### Routing congestion

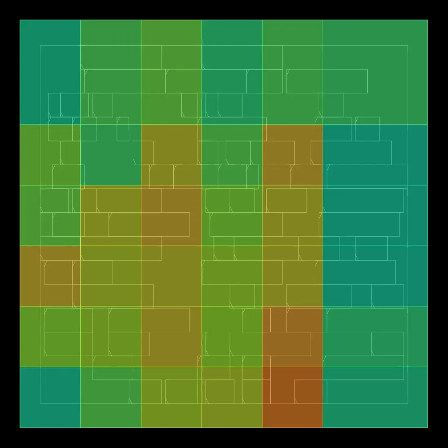
### Clock wires, drivers and flops

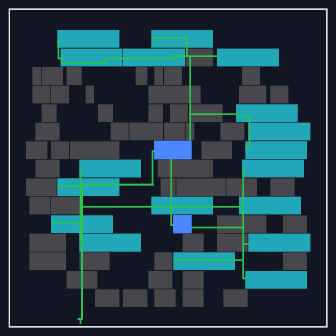
[config.mk]
export PLATFORM = sky130hd
export DESIGN_NAME = gate_ctrl
export DESIGN_NICKNAME = d
export VERILOG_FILES = /design/src/rtl/gate_ctrl_pkg.sv /design/src/rtl/gc_token_bucket.sv /design/src/rtl/gate_ctrl.sv
export SDC_FILE = /design/constraint.sdc
export NUM_CORES = 1
export LEC_CHECK = 0
export CORE_MARGIN = 2
export CORE_UTILIZATION = 50
export DETAILED_ROUTE_END_ITERATION = 16
export DONT_BUFFER_PORTS = 1
export GPL_ROUTABILITY_DRIVEN = 0
export GPL_TIMING_DRIVEN = 1
export PLACE_DENSITY = 0.68
export SLEW_MARGIN = 20
export SYNTH_ARGS = -nofsm -noshare
export SYNTH_HDL_FRONTEND = slang
export SYNTH_SLANG_ARGS = --single-unit
export TNS_END_PERCENT = 20
[constraint.sdc]
create_clock -name clk -period 1.3 [get_ports clk]
set_clock_uncertainty 0.05 [all_clocks]
set_input_delay 0.325 -clock clk [delete_from_list [all_inputs] [get_ports clk]]
set_output_delay 0.325 -clock clk [all_outputs]
set_load 0.01 [all_outputs]
[src/rtl/gate_ctrl_pkg.sv]
// -----------------------------------------------------------------------------
// gate_ctrl_pkg
// Shared definitions for the gate controller slice: metadata and token-cost
// widths, bucket width, queue identifiers and the dispatch FSM encoding.
// No ports (package).
// -----------------------------------------------------------------------------
package gate_ctrl_pkg;

  localparam int MD_W     = 9;               // metadata word carried per frame
  localparam int COST_W   = 7;               // token cost field of the RC/PTP FIFO
  localparam int RC_MD_W  = COST_W + MD_W;   // RC/PTP FIFO word: {cost, md}
  localparam int BUCKET_W = 10;              // token bucket occupancy width
  localparam int QID_W    = 2;

  localparam logic [QID_W-1:0] Q_TSN_EVEN = 2'd0;
  localparam logic [QID_W-1:0] Q_TSN_ODD  = 2'd1;
  localparam logic [QID_W-1:0] Q_RC       = 2'd2;
  localparam logic [QID_W-1:0] Q_BE       = 2'd3;

  typedef enum logic [1:0] {
    ST_IDLE  = 2'd0,
    ST_ISSUE = 2'd1,
    ST_HOLD  = 2'd2
  } gc_state_e;

endpackage

[src/rtl/gc_token_bucket.sv]
// -----------------------------------------------------------------------------
// gc_token_bucket
// Credit shaper for the RC/PTP queue. A free-running counter refills the
// bucket by TOKEN_INC every TOKEN_RATE_CYC clocks (saturating at TOKEN_MAX);
// a consume request removes the head frame's cost in the same cycle.
// Build option: GC_TOKEN_BUCKET_EN. When it is not defined the bucket and
// counter are not built and the queue is always reported eligible.
//
// Ports
//   clk, rst_n  : clock, asynchronous active-low reset
//   cost_i      : token cost of the RC/PTP FIFO head
//   consume_i   : head is being dispatched this cycle, debit its cost
//   elig_o      : bucket holds at least cost_i tokens (cost 0 always passes)
// -----------------------------------------------------------------------------
module gc_token_bucket
  import gate_ctrl_pkg::*;
#(
  parameter int unsigned TOKEN_RATE_CYC = 8,
  parameter int unsigned TOKEN_INC      = 1,
  parameter int unsigned TOKEN_MAX      = 1023
) (
  input  logic              clk,
  input  logic              rst_n,
  input  logic [COST_W-1:0] cost_i,
  input  logic              consume_i,
  output logic              elig_o
);

`ifdef GC_TOKEN_BUCKET_EN

  localparam int CNT_W = (TOKEN_RATE_CYC > 1) ? $clog2(TOKEN_RATE_CYC) : 1;
  // Two spare bits so refill-before-clamp cannot wrap.
  localparam int SUM_W = BUCKET_W + 2;

  logic [CNT_W-1:0]    cnt_q, cnt_d;
  logic [BUCKET_W-1:0] bucket_q, bucket_d;
  logic                wrap;
  logic                take;
  logic [SUM_W-1:0]    sum;

  always_comb begin
    elig_o = (bucket_q >= BUCKET_W'(cost_i));
    // Only debit when the head is affordable, so the bucket cannot underflow.
    take   = consume_i & elig_o;
    wrap   = (cnt_q == CNT_W'(TOKEN_RATE_CYC - 1));
    cnt_d  = wrap ? '0 : cnt_q + CNT_W'(1);
    sum    = SUM_W'(bucket_q)
           + (wrap ? SUM_W'(TOKEN_INC) : '0)
           - (take ? SUM_W'(cost_i) : '0);
    // Refill and debit combine before the clamp: min(b + inc - cost, max).
    if (sum > SUM_W'(TOKEN_MAX)) begin
      bucket_d = BUCKET_W'(TOKEN_MAX);
    end else begin
      bucket_d = sum[BUCKET_W-1:0];
    end
  end

  always_ff @(posedge clk or negedge rst_n) begin
    if (!rst_n) begin
      cnt_q    <= '0;
      bucket_q <= BUCKET_W'(TOKEN_MAX);
    end else begin
      cnt_q    <= cnt_d;
      bucket_q <= bucket_d;
    end
  end

`else

  // No shaping: the RC/PTP queue is gated only by its empty flag.
  assign elig_o = 1'b1;

  logic unused_ok;
  assign unused_ok = (^{clk, rst_n, cost_i, consume_i})
                   ^ ((TOKEN_RATE_CYC + TOKEN_INC + TOKEN_MAX + BUCKET_W) == 0);

`endif

endmodule

[src/rtl/gate_ctrl.sv]
// -----------------------------------------------------------------------------
// gate_ctrl
// Time-slot gate controller. Picks one frame descriptor at a time from four
// show-ahead FIFOs and hands it to the transmitter:
//   eligible TSN queue > RC/PTP queue (token shaped) > best-effort queue.
// The eligible TSN queue is the one filled during the previous slot: q1 while
// the slot flag is 0 (even slot), q0 while it is 1 (odd slot).
// Dispatch FSM IDLE -> ISSUE -> HOLD -> IDLE: the decision is taken in IDLE
// and registered, so the pop strobe and the md/qid/wr outputs appear together
// in ISSUE; HOLD gives the FIFO a cycle to present its next head, so two
// dispatches are always separated by two strobe-free cycles.
// Build option: GC_TOKEN_BUCKET_EN enables RC/PTP token shaping.
//
// Ports
//   clk, rst_n                   : clock, asynchronous active-low reset
//   in_gc_time_slot_flag         : slot parity (0 even, 1 odd)
//   in_gc_q0/q1/q3_md, _empty    : TSN even / TSN odd / best-effort FIFO heads
//   in_gc_q2_md, in_gc_q2_empty  : RC/PTP FIFO head, [15:9] cost, [8:0] md
//   out_gc_q0_rd..out_gc_q3_rd   : one-cycle FIFO pop strobes
//   in_gc_tx_rdy                 : transmitter can take one descriptor
//   out_gc_md, _md_wr, _md_qid   : dispatched md, write strobe, source queue
// -----------------------------------------------------------------------------
module gate_ctrl
  import gate_ctrl_pkg::*;
#(
  parameter string       PLATFORM       = "xilinx",
  parameter int unsigned TOKEN_RATE_CYC = 8,
  parameter int unsigned TOKEN_INC      = 1,
  parameter int unsigned TOKEN_MAX      = 1023
) (
  input  logic               clk,
  input  logic               rst_n,
  input  logic               in_gc_time_slot_flag,
  input  logic [MD_W-1:0]    in_gc_q0_md,
  input  logic               in_gc_q0_empty,
  input  logic [MD_W-1:0]    in_gc_q1_md,
  input  logic               in_gc_q1_empty,
  input  logic [RC_MD_W-1:0] in_gc_q2_md,
  input  logic               in_gc_q2_empty,
  input  logic [MD_W-1:0]    in_gc_q3_md,
  input  logic               in_gc_q3_empty,
  output logic               out_gc_q0_rd,
  output logic               out_gc_q1_rd,
  output logic               out_gc_q2_rd,
  output logic               out_gc_q3_rd,
  input  logic               in_gc_tx_rdy,
  output logic [MD_W-1:0]    out_gc_md,
  output logic               out_gc_md_wr,
  output logic [QID_W-1:0]   out_gc_md_qid
);

  gc_state_e         state_q, state_d;
  logic [3:0]        rd_q, rd_d;
  logic              md_wr_q, md_wr_d;
  logic [MD_W-1:0]   md_q, md_d;
  logic [QID_W-1:0]  qid_q, qid_d;

  logic              tsn_empty;
  logic [MD_W-1:0]   tsn_md;
  logic [QID_W-1:0]  tsn_qid;
  logic              rc_tok_ok;
  logic              rc_consume;

  logic unused_platform;
  assign unused_platform = (PLATFORM == "");

  gc_token_bucket #(
    .TOKEN_RATE_CYC (TOKEN_RATE_CYC),
    .TOKEN_INC      (TOKEN_INC),
    .TOKEN_MAX      (TOKEN_MAX)
  ) u_bucket (
    .clk       (clk),
    .rst_n     (rst_n),
    .cost_i    (in_gc_q2_md[RC_MD_W-1:MD_W]),
    .consume_i (rc_consume),
    .elig_o    (rc_tok_ok)
  );

  always_comb begin
    // Serve the queue that filled during the previous slot; the other TSN
    // queue is still being filled and must not be touched.
    if (in_gc_time_slot_flag) begin
      tsn_empty = in_gc_q0_empty;
      tsn_md    = in_gc_q0_md;
      tsn_qid   = Q_TSN_EVEN;
    end else begin
      tsn_empty = in_gc_q1_empty;
      tsn_md    = in_gc_q1_md;
      tsn_qid   = Q_TSN_ODD;
    end

    state_d    = state_q;
    rd_d       = '0;
    md_wr_d    = 1'b0;
    md_d       = '0;
    qid_d      = '0;
    rc_consume = 1'b0;

    case (state_q)
      ST_IDLE: begin
        // The registered outputs are the latched selection: later slot-flag
        // or FIFO changes cannot alter a dispatch already in flight.
        if (in_gc_tx_rdy) begin
          if (!tsn_empty) begin
            state_d = ST_ISSUE;
            md_wr_d = 1'b1;
            md_d    = tsn_md;
            qid_d   = tsn_qid;
          end else if (!in_gc_q2_empty && rc_tok_ok) begin
            state_d    = ST_ISSUE;
            md_wr_d    = 1'b1;
            md_d       = in_gc_q2_md[MD_W-1:0];
            qid_d      = Q_RC;
            rc_consume = 1'b1;
          end else if (!in_gc_q3_empty) begin
            state_d = ST_ISSUE;
            md_wr_d = 1'b1;
            md_d    = in_gc_q3_md;
            qid_d   = Q_BE;
          end
          rd_d = md_wr_d ? (4'b0001 << qid_d) : 4'b0000;
        end
      end
      ST_ISSUE: state_d = ST_HOLD;
      ST_HOLD:  state_d = ST_IDLE;
      default:  state_d = ST_IDLE;
    endcase
  end

  always_ff @(posedge clk or negedge rst_n) begin
    if (!rst_n) begin
      state_q <= ST_IDLE;
      rd_q    <= '0;
      md_wr_q <= 1'b0;
      md_q    <= '0;
      qid_q   <= '0;
    end else begin
      state_q <= state_d;
      rd_q    <= rd_d;
      md_wr_q <= md_wr_d;
      md_q    <= md_d;
      qid_q   <= qid_d;
    end
  end

  assign out_gc_q0_rd  = rd_q[0];
  assign out_gc_q1_rd  = rd_q[1];
  assign out_gc_q2_rd  = rd_q[2];
  assign out_gc_q3_rd  = rd_q[3];
  assign out_gc_md_wr  = md_wr_q;
  assign out_gc_md     = md_q;
  assign out_gc_md_qid = qid_q;

endmodule

==> CHANGELOG.md <==
## Flow update

- CP Class: register to register
- Slew at the pin with the worst max-slew slack: 0.758 ns
- Yosys cell types: 26
- FP Util: 0.527
- Number of antenna-violating nets in the routed design: 0
- Yosys Warn Count: 0
- CTS clk-pin slew, worst paths: 0.10 ns
- Yosys stat chip area: 900 um2
- Leakage: 0.451 nW
- Share of layout cells above drive strength 1: 0.368
- WP data arrival: 1.44 ns
- Io pins: 67
- CP max-delay cell: or3b_4
- Final Slew Violations: 0
- CTS sink cnt: 18
- Total wire length: 1.81 mm
- IR drop worst, VDD: 0.000561 V
- Vias per cell: 6.03
- Placed cell areas: 930 um2
- Gate Count Post-Synth: 72
- CP required: 1.45 ns
- Root Buffer: clkbuf_4
- Net Count, Synth: 123
- Cell area leaders: dfrtp_1 50%, mux2i_1 8.9%, a211oi_1 5.8%
- Die area: 2150 um2
- Hold crit path type: input pin to register
- Number of cells in Yosys stat: 72
- Status: finished, final reports clean
- Worst-path cell chain: or3b_4 > buf_12 > a211oi_1
- Nets@finish: 128
- Die span in y: 46.4 um
- Min Hold Slack: 0.0431 ns
- Area Growth Syn to Fin: 18.4%
- Met1 GRT Util: 0.225
- Num CTS Buffers: 3
- Period utilisation layout: 0.993
- Fin area: 1060 um2
- Most Crowded Layer GR: met2
- Chip Width: 46.4 um
- Number of warnings in the stage logs: 35
- Max-area cell share: 0.501
- H-Tree Depth: 1
- Total negative slack: 0 ns
- Hold Fails Final Rpt: 0
- CTS tree: yes
- Met2 Resource Use GR: 0.319
- Antenna cells: 0
- Pwr Density: 1140 nW/um2
- Dominant cell type by area after synthesis: dfrtp_1
- DRT Pass-1 Iters: 2
- Final min period: 1.29 ns
- Sequential area share after synthesis: 0.501
- Initial antenna violation count: 0
- RSZ-0062 raised after global routing: true
- Crit. End Element: register
- F_max: 775 MHz
- CTS Buffer Depth: 2
- Crit-path max cell delay: 0.45 ns
- First DRT Iteration DRCs: 2
- Average cell area after synthesis: 12.5 um2
- Congestion Overflow GR: 0
- First-pass GRT wire length: 2.81 mm
- Synthesized area: 900 um2
- Largest net degree at the start of global routing: 19
- Wire per inst: 17.9 um
- Post-DP HPWL: 1.29 mm
- Max transition margin: 0.493
- #FFs+latches synth: 18
- IO Port Bufs: 0
- Final Setup Violations: 0
- Crit start category: register
- # rows: 15
- DRC viols: 0
- CORE AREA: 1710 um2
- Vias in the first global route: 607
- Worst-path fanout max: 8
- Max Cap Viol: 0
- Vias: 609
Back to the opening pictures, 'Routing congestion':
global routing usage on met3: 0.0510
GRT Total Usage: 0.188
Core Util, Final: 0.623

Back to the opening pictures, 'Clock wires, drivers and flops':
cyan -> flip-flops  # count 18
blue -> clock drivers  # count 3
green -> clock wires  # length 191 um
routed clock nets = 4
clock power share: 0.268
Worst-Skew Late Latency: 0.28 ns
Clk. pwr: 0.326 mW

==> stage by stage <==
step           power, mW  std cells  worst slack, ns   util
2_1_floorplan      0.805         72           0.0398      -
3_3_place_gp       0.831         94          -0.0799  0.544
3_5_place_dp       0.837         94           -0.101  0.544
4_1_cts             1.20        100         -0.00908  0.595
5_1_grt             1.29        101          -0.0443  0.623
6_report            1.22        101          0.00967  0.623
==> cells in the mapped netlist <==
library cell and instances:
a211oi_1 7, a31oi_1 2, a221oi_1 6, buf_6 3, nand2_1 2, clkinv_1 1
nor2_1 2, nor2b_1 2, a21o_1 1, mux2i_1 8, mux2_2 1, nand3b_1 1
a211oi_2 2, a311oi_1 1, buf_4 1, a21oi_1 2, nor3b_1 1, mux2i_4 1
or3b_1 1, and2b_1 1, buf_2 2, nor3_1 1, nand2b_1 2, clkbuf_2 1
a221oi_2 2, dfrtp_1 18
==> layout by cell type, fill, tap and decap left out, types with 2 or more instances in the layout <==
cell type | netlist | layout
buf_4 | 1 | 4
buf_12 | 0 | 2
dfrtp_1 | 18 | 18
nor2b_1 | 2 | 2
a221oi_1 | 6 | 6
a221oi_2 | 2 | 2
mux2i_1 | 8 | 8
clkbuf_4 | 0 | 3
a211oi_1 | 7 | 2
a211oi_2 | 2 | 6
nand2_1 | 2 | 2
==> kinds of logic after synthesis <==
| kind of cell | synth area share |
|---|---|
| simple gates | 0.0848 |
| flops | 0.501 |
| compound gates | 0.221 |
| mux | 0.127 |
| buf+inv | 0.0668 |
==> per-layer routing <==
layer  vias to the layer above  share of wire
li1                        283              -
met1                       289           0.41
met2                        35           0.50
met3                         2          0.085
met4                         0          0.011
met5                         -              0
==> repair_timing <==
action,CTS,global route
buffers inserted,1,1
pin swaps,1,1
gates resized,5,8
hold endpoints to repair,18,0
hold buffers,1,0
endpoints found under the setup margin,14,16
==> report_power, final <==
group          internal (mW)  switching [mW]
Clock                  0.170           0.156
Combinational          0.125           0.116
Sequential             0.608          0.0408
==> cell type report <==
| cell class | count | area [um2] |
|---|---|---|
| Timing Repair Buffer | 7 | 80.1 |
| Clock buffer | 4 | 36.3 |
| Inverter | 1 | 3.75 |
| Sequential cell | 18 | 450 |
| Multi-Input combinational cell | 46 | 463 |
| Tap cell | 25 | 31.3 |
| Fill cell | 138 | 643 |
==> registers in the layout, summed over array words and instances (netlist names) <==
signal and flops:
out_gc_md_wr 1, rd_q 4, out_gc_md 9, state_q 2, out_gc_md_qid 2
==> critical path, delay by kind of cell, from the launching register on <==
kind            cells  cell delay, ns
simple gates        1            0.45
flops               1            0.39
buf+inv             1            0.17
compound gates      1            0.15
==> final timing paths <==
check / startpoint / to / slack [ns] / depth (start not counted)
max in group asynchronous: rst_n / out_gc_md[6] / 0.23 / 1
min in group asynchronous: rst_n / out_gc_md[1] / 0.50 / 1
hold / removal: in_gc_q0_empty / rd_q[0] / 0.04 / 1
hold reg to reg: state_q[0] / state_q[1] / 0.47 / 1
setup / recovery: state_q[1] / out_gc_md[1] / 0.01 / 3
setup reg to reg: state_q[1] / out_gc_md[1] / 0.01 / 3
No activity file was given, so power comes from the tool's default toggle rates.
